<file path="src/rtl/fifo_buffer_if.sv">
// fifo_buffer_if: handshake, data and status bundle between a producer and fifo_buffer
interface fifo_buffer_if #(
  parameter int DATA_WIDTH    = 8,
  parameter int ADDRESS_WIDTH = 3
);
  logic                    push;
  logic                    pop;
  logic [DATA_WIDTH-1:0]   data_in;
  logic [ADDRESS_WIDTH:0]  th_full;
  logic [ADDRESS_WIDTH:0]  th_empty;
  logic [DATA_WIDTH-1:0]   data_out;
  logic                    valid_out;
  logic [ADDRESS_WIDTH:0]  count;
  logic                    full;
  logic                    empty;
  logic                    almost_full;
  logic                    almost_empty;
  logic                    fifo_error;
  modport master (
    output push, pop, data_in, th_full, th_empty,
    input  data_out, valid_out, count, full, empty, almost_full, almost_empty, fifo_error
  );
  modport slave (
    input  push, pop, data_in, th_full, th_empty,
    output data_out, valid_out, count, full, empty, almost_full, almost_empty, fifo_error
  );
endinterface

</file>
<file path="src/rtl/fifo_buffer.sv">
// fifo_buffer: synchronous FIFO with registered pop data, valid strobe, occupancy flags and sticky overflow
module fifo_buffer #(
  parameter int DATA_WIDTH    = 8,
  parameter int ADDRESS_WIDTH = 3,
  parameter int BUFFER_DEPTH  = 8
) (
  input logic clk,
  input logic reset,
  fifo_buffer_if.slave bus
);
  localparam logic [ADDRESS_WIDTH:0] DEPTH = (ADDRESS_WIDTH+1)'(BUFFER_DEPTH);
  logic [DATA_WIDTH-1:0]    mem_q [BUFFER_DEPTH];
  logic [ADDRESS_WIDTH-1:0] wr_ptr_q, wr_ptr_d, rd_ptr_q, rd_ptr_d;
  logic [ADDRESS_WIDTH:0]   count_q, count_d;
  logic [DATA_WIDTH-1:0]    data_out_q, data_out_d;
  logic                     valid_q, valid_d, err_q, err_d;
  logic                     wr_en, rd_en, full, empty;
  assign full  = count_q == DEPTH;
  assign empty = count_q == '0;
  // accept decisions and next-state; a pop frees a slot so a push is taken even when full
  always_comb begin
    wr_en      = bus.push && (!full || bus.pop);
    rd_en      = bus.pop && !empty;
    wr_ptr_d   = wr_en ? wr_ptr_q + 1'b1 : wr_ptr_q;
    rd_ptr_d   = rd_en ? rd_ptr_q + 1'b1 : rd_ptr_q;
    count_d    = (wr_en && !rd_en) ? count_q + 1'b1 : (rd_en && !wr_en) ? count_q - 1'b1 : count_q;
    data_out_d = rd_en ? mem_q[rd_ptr_q] : data_out_q;
    valid_d    = rd_en;
    err_d      = err_q || (bus.push && full && !bus.pop);
  end
  // storage array; contents are don't-care after reset so it carries no reset
  always_ff @(posedge clk) begin
    if (wr_en) mem_q[wr_ptr_q] <= bus.data_in;
  end
  // control state, cleared asynchronously so a reset discards stored words at once
  always_ff @(posedge clk or negedge reset) begin
    if (!reset) begin
      wr_ptr_q   <= '0;
      rd_ptr_q   <= '0;
      count_q    <= '0;
      data_out_q <= '0;
      valid_q    <= 1'b0;
      err_q      <= 1'b0;
    end else begin
      wr_ptr_q   <= wr_ptr_d;
      rd_ptr_q   <= rd_ptr_d;
      count_q    <= count_d;
      data_out_q <= data_out_d;
      valid_q    <= valid_d;
      err_q      <= err_d;
    end
  end
  assign bus.data_out     = data_out_q;
  assign bus.valid_out    = valid_q;
  assign bus.count        = count_q;
  assign bus.full         = full;
  assign bus.empty        = empty;
  assign bus.almost_full  = count_q >= bus.th_full;
  assign bus.almost_empty = count_q <= bus.th_empty;
  assign bus.fifo_error   = err_q;
endmodule

</file>
<file path="src/flat_wrapper.sv">
// flat-port wrapper written by rule: the top's interface ports become plain ports
module fifo_buffer_flat 
#(
  parameter int DATA_WIDTH    = 8,
  parameter int ADDRESS_WIDTH = 3,
  parameter int BUFFER_DEPTH  = 8
)
  (clk, reset, bus_push, bus_pop, bus_data_in, bus_th_full, bus_th_empty, bus_data_out, bus_valid_out, bus_count, bus_full, bus_empty, bus_almost_full, bus_almost_empty, bus_fifo_error);
  fifo_buffer_if #(.DATA_WIDTH(DATA_WIDTH), .ADDRESS_WIDTH(ADDRESS_WIDTH)) bus_i ();
  input logic clk;
  input logic reset;
  input wire logic [$bits(bus_i.push)-1:0] bus_push;
  input wire logic [$bits(bus_i.pop)-1:0] bus_pop;
  input wire logic [$bits(bus_i.data_in)-1:0] bus_data_in;
  input wire logic [$bits(bus_i.th_full)-1:0] bus_th_full;
  input wire logic [$bits(bus_i.th_empty)-1:0] bus_th_empty;
  output wire logic [$bits(bus_i.data_out)-1:0] bus_data_out;
  output wire logic [$bits(bus_i.valid_out)-1:0] bus_valid_out;
  output wire logic [$bits(bus_i.count)-1:0] bus_count;
  output wire logic [$bits(bus_i.full)-1:0] bus_full;
  output wire logic [$bits(bus_i.empty)-1:0] bus_empty;
  output wire logic [$bits(bus_i.almost_full)-1:0] bus_almost_full;
  output wire logic [$bits(bus_i.almost_empty)-1:0] bus_almost_empty;
  output wire logic [$bits(bus_i.fifo_error)-1:0] bus_fifo_error;
  assign bus_i.push = bus_push;
  assign bus_i.pop = bus_pop;
  assign bus_i.data_in = bus_data_in;
  assign bus_i.th_full = bus_th_full;
  assign bus_i.th_empty = bus_th_empty;
  assign bus_data_out = bus_i.data_out;
  assign bus_valid_out = bus_i.valid_out;
  assign bus_count = bus_i.count;
  assign bus_full = bus_i.full;
  assign bus_empty = bus_i.empty;
  assign bus_almost_full = bus_i.almost_full;
  assign bus_almost_empty = bus_i.almost_empty;
  assign bus_fifo_error = bus_i.fifo_error;
  fifo_buffer #(.DATA_WIDTH(DATA_WIDTH), .ADDRESS_WIDTH(ADDRESS_WIDTH), .BUFFER_DEPTH(BUFFER_DEPTH)) u_core (.clk(clk), .reset(reset), .bus(bus_i));
endmodule
</file>
<file path="config.mk">
export PLATFORM = sky130hd
export DESIGN_NAME = fifo_buffer_flat
export DESIGN_NICKNAME = d
export VERILOG_FILES = /design/src/rtl/fifo_buffer_if.sv /design/src/rtl/fifo_buffer.sv /design/src/flat_wrapper.sv
export SDC_FILE = /design/constraint.sdc
export NUM_CORES = 1
export LEC_CHECK = 0
export CAP_MARGIN = 0
export CORE_MARGIN = 2
export CORE_UTILIZATION = 32
export CTS_CLUSTER_SIZE = 30
export DETAILED_ROUTE_END_ITERATION = 10
export GPL_TIMING_DRIVEN = 1
export PLACE_DENSITY = 0.63
export REMOVE_ABC_BUFFERS = 1
export SYNTH_ARGS = -nofsm -noshare
export SYNTH_HDL_FRONTEND = slang
export SYNTH_SLANG_ARGS = --single-unit
export TNS_END_PERCENT = 20
</file>
<file path="constraint.sdc">
create_clock -name clk -period 2.97 [get_ports clk]
set_clock_uncertainty 0.05 [all_clocks]
set_input_delay 0.594 -clock clk [delete_from_list [all_inputs] [get_ports clk]]
set_output_delay 0.594 -clock clk [all_outputs]
set_load 0.02 [all_outputs]
</file>
==> images/met2.png <==
(4 px per um) Cells faint in the background.
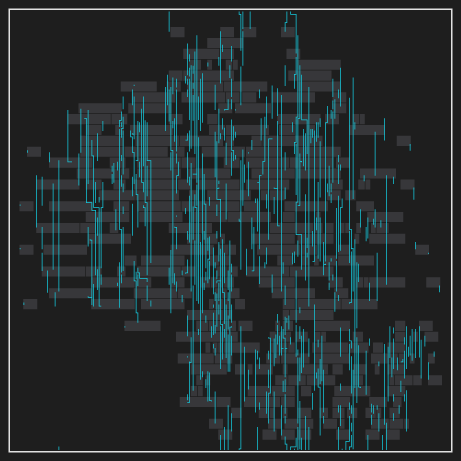
wire length on this layer	3490 um
share of all routed wire	50%
nets with wire on the layer	276
main direction	vertical
DR vias: 2094
WL final: 6.95 mm
met2 Usage GRT: 21.3%

==> images/cell_classes.png <==
(3 px per um) Fill, decap, tap and diode cells in grey.
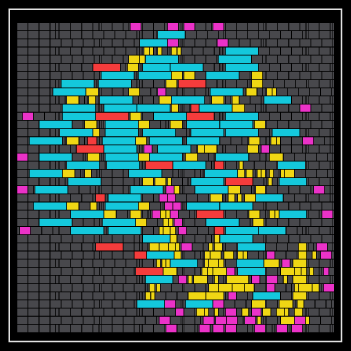
colour	class	cells
yellow	all other logic	148
red	clock drivers and dummy loads	16
cyan	flip-flops	84
magenta	other buffers and delay cells	57
# rows: 38
Design Area, Final: 4560 um^2
core area: 10900 um^2
Util after Layout: 41.7%

==> images/final_clocks.png <==
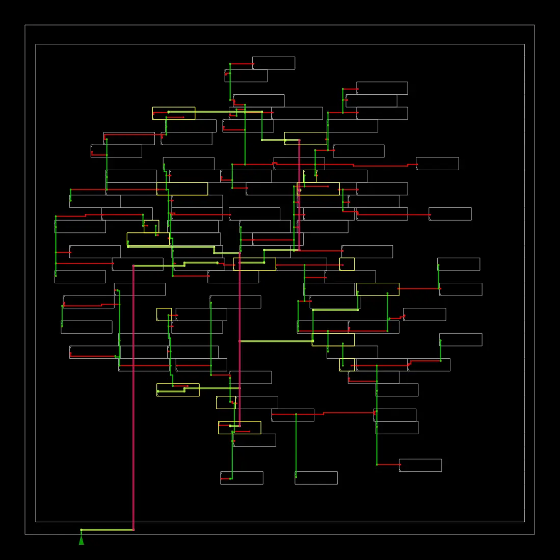
clk_lat worst skew: 0.34 ns
CTS sink cnt: 84
clk pwr: 1.13 mW
clock buffers: 9

==> images/port_nets.png <==
(3 px per um)
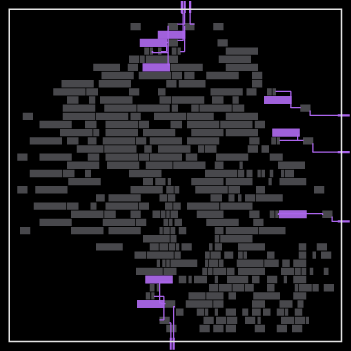
colour	port	bits	direction	edge	end cells	wire
purple	bus_data_out	8	output	3 right, 3 top, 2 bottom	8	167 um
# port buffers: 37
IO Pins: 38

==> images/clock_map.png <==
(4 px per um)
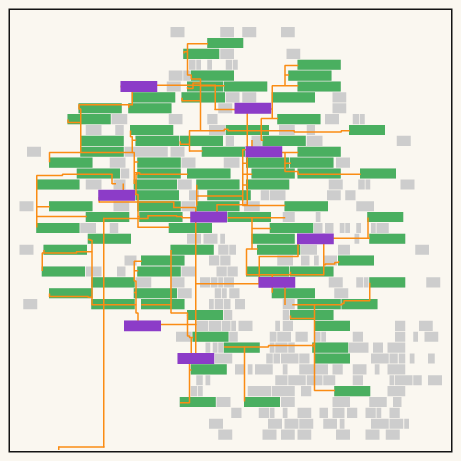
[purple] cells driving clock nets | count: 9
[orange] clock wires | length: 1010 um
[green] flip-flops | count: 84
routed clock nets	10
clock share of power: 24.9%

-- cell usage after synthesis (2+ instances only) --
| cell type | count |
|---|---|
| edfxtp_1 | 64 |
| nor3_1 | 7 |
| nand2_1 | 21 |
| buf_4 | 2 |
| nand2b_1 | 4 |
| clkbuf_1 | 2 |
| o22ai_1 | 8 |
| inv_1 | 10 |
| a21o_1 | 4 |
| o21ai_0 | 10 |
| xnor2_1 | 6 |
| nor2b_1 | 2 |
| nor2_1 | 5 |
| mux2_2 | 17 |
| a221o_1 | 8 |
| dfrtp_1 | 20 |
| buf_1 | 2 |
| ha_1 | 13 |
| o21a_1 | 2 |
| nor4_1 | 2 |
| buf_6 | 2 |
| mux2i_1 | 17 |
==> metrics.yaml <==
crit_path_frequent_cell: "a21o_1"
timing.rr.end: "u_core.bus.count[3]"
layout.nonclk_buf_share_pct: 11.3
crit_arrival_ns: 2.22
setup_ws_ns: 0.111
p_int_mw: 3.02
synthArstFlopShare_pct: 23.8
crit_required_ns: 2.33
final_cells: 445
setup_violations: 0
nWellTaps: 140
initCoreUtil_pct: 33.0
placed_area_um2: 4260
relSlewSlack_pct: 38.2
ff_count: 84
start_kind: "input port"
grt_first_pass_wirelength_mm: 11.2
status: "finished, final reports clean"
cp.depth: 7
largest_reg_flops: 64
area_growth_pct: 26.3
syn-cell-area_um2: 3610
die_x_um: 110
slew_violations: 0
synth-edff-count: 64
whs_ns: 0.409
ys_ff: 84
clockRootBuffer: "clkbuf_16"
switching_share_pct: 33.5
dp_hpwl_mm: 4.57
crit_end: "bus_almost_full"
crit_path_start: "bus_th_full[0]"
drtIter0Drc: 120
power_frac_comb_pct: 37.1
sh_comb_area_pct: 24.1
gr-total-overflow: 0
xor_area_share_pct: 1.45
critical_path.cell_chain: "clkdlybuf4s50_1 -> ha_1 -> nand2b_1 -> a21o_1 -> a21o_1 -> a21o_1 -> dlygate4sd2_1"
finalClockPeriodUsage_pct: 96.3
synthMuxAreaShare_pct: 10.0
drc_errors: 0
worstPathMaxFanout: 1
hold_start: "u_core.bus.fifo_error"
p_seq_mw: 1.73
firstDrtPassIters: 6
lay_top_cells: "edfxtp_1, clkdlybuf4s50_1, nand2_1, buf_4, dfrtp_1"
tns_ns: 0
No activity file was given, so power comes from the tool's default toggle rates.
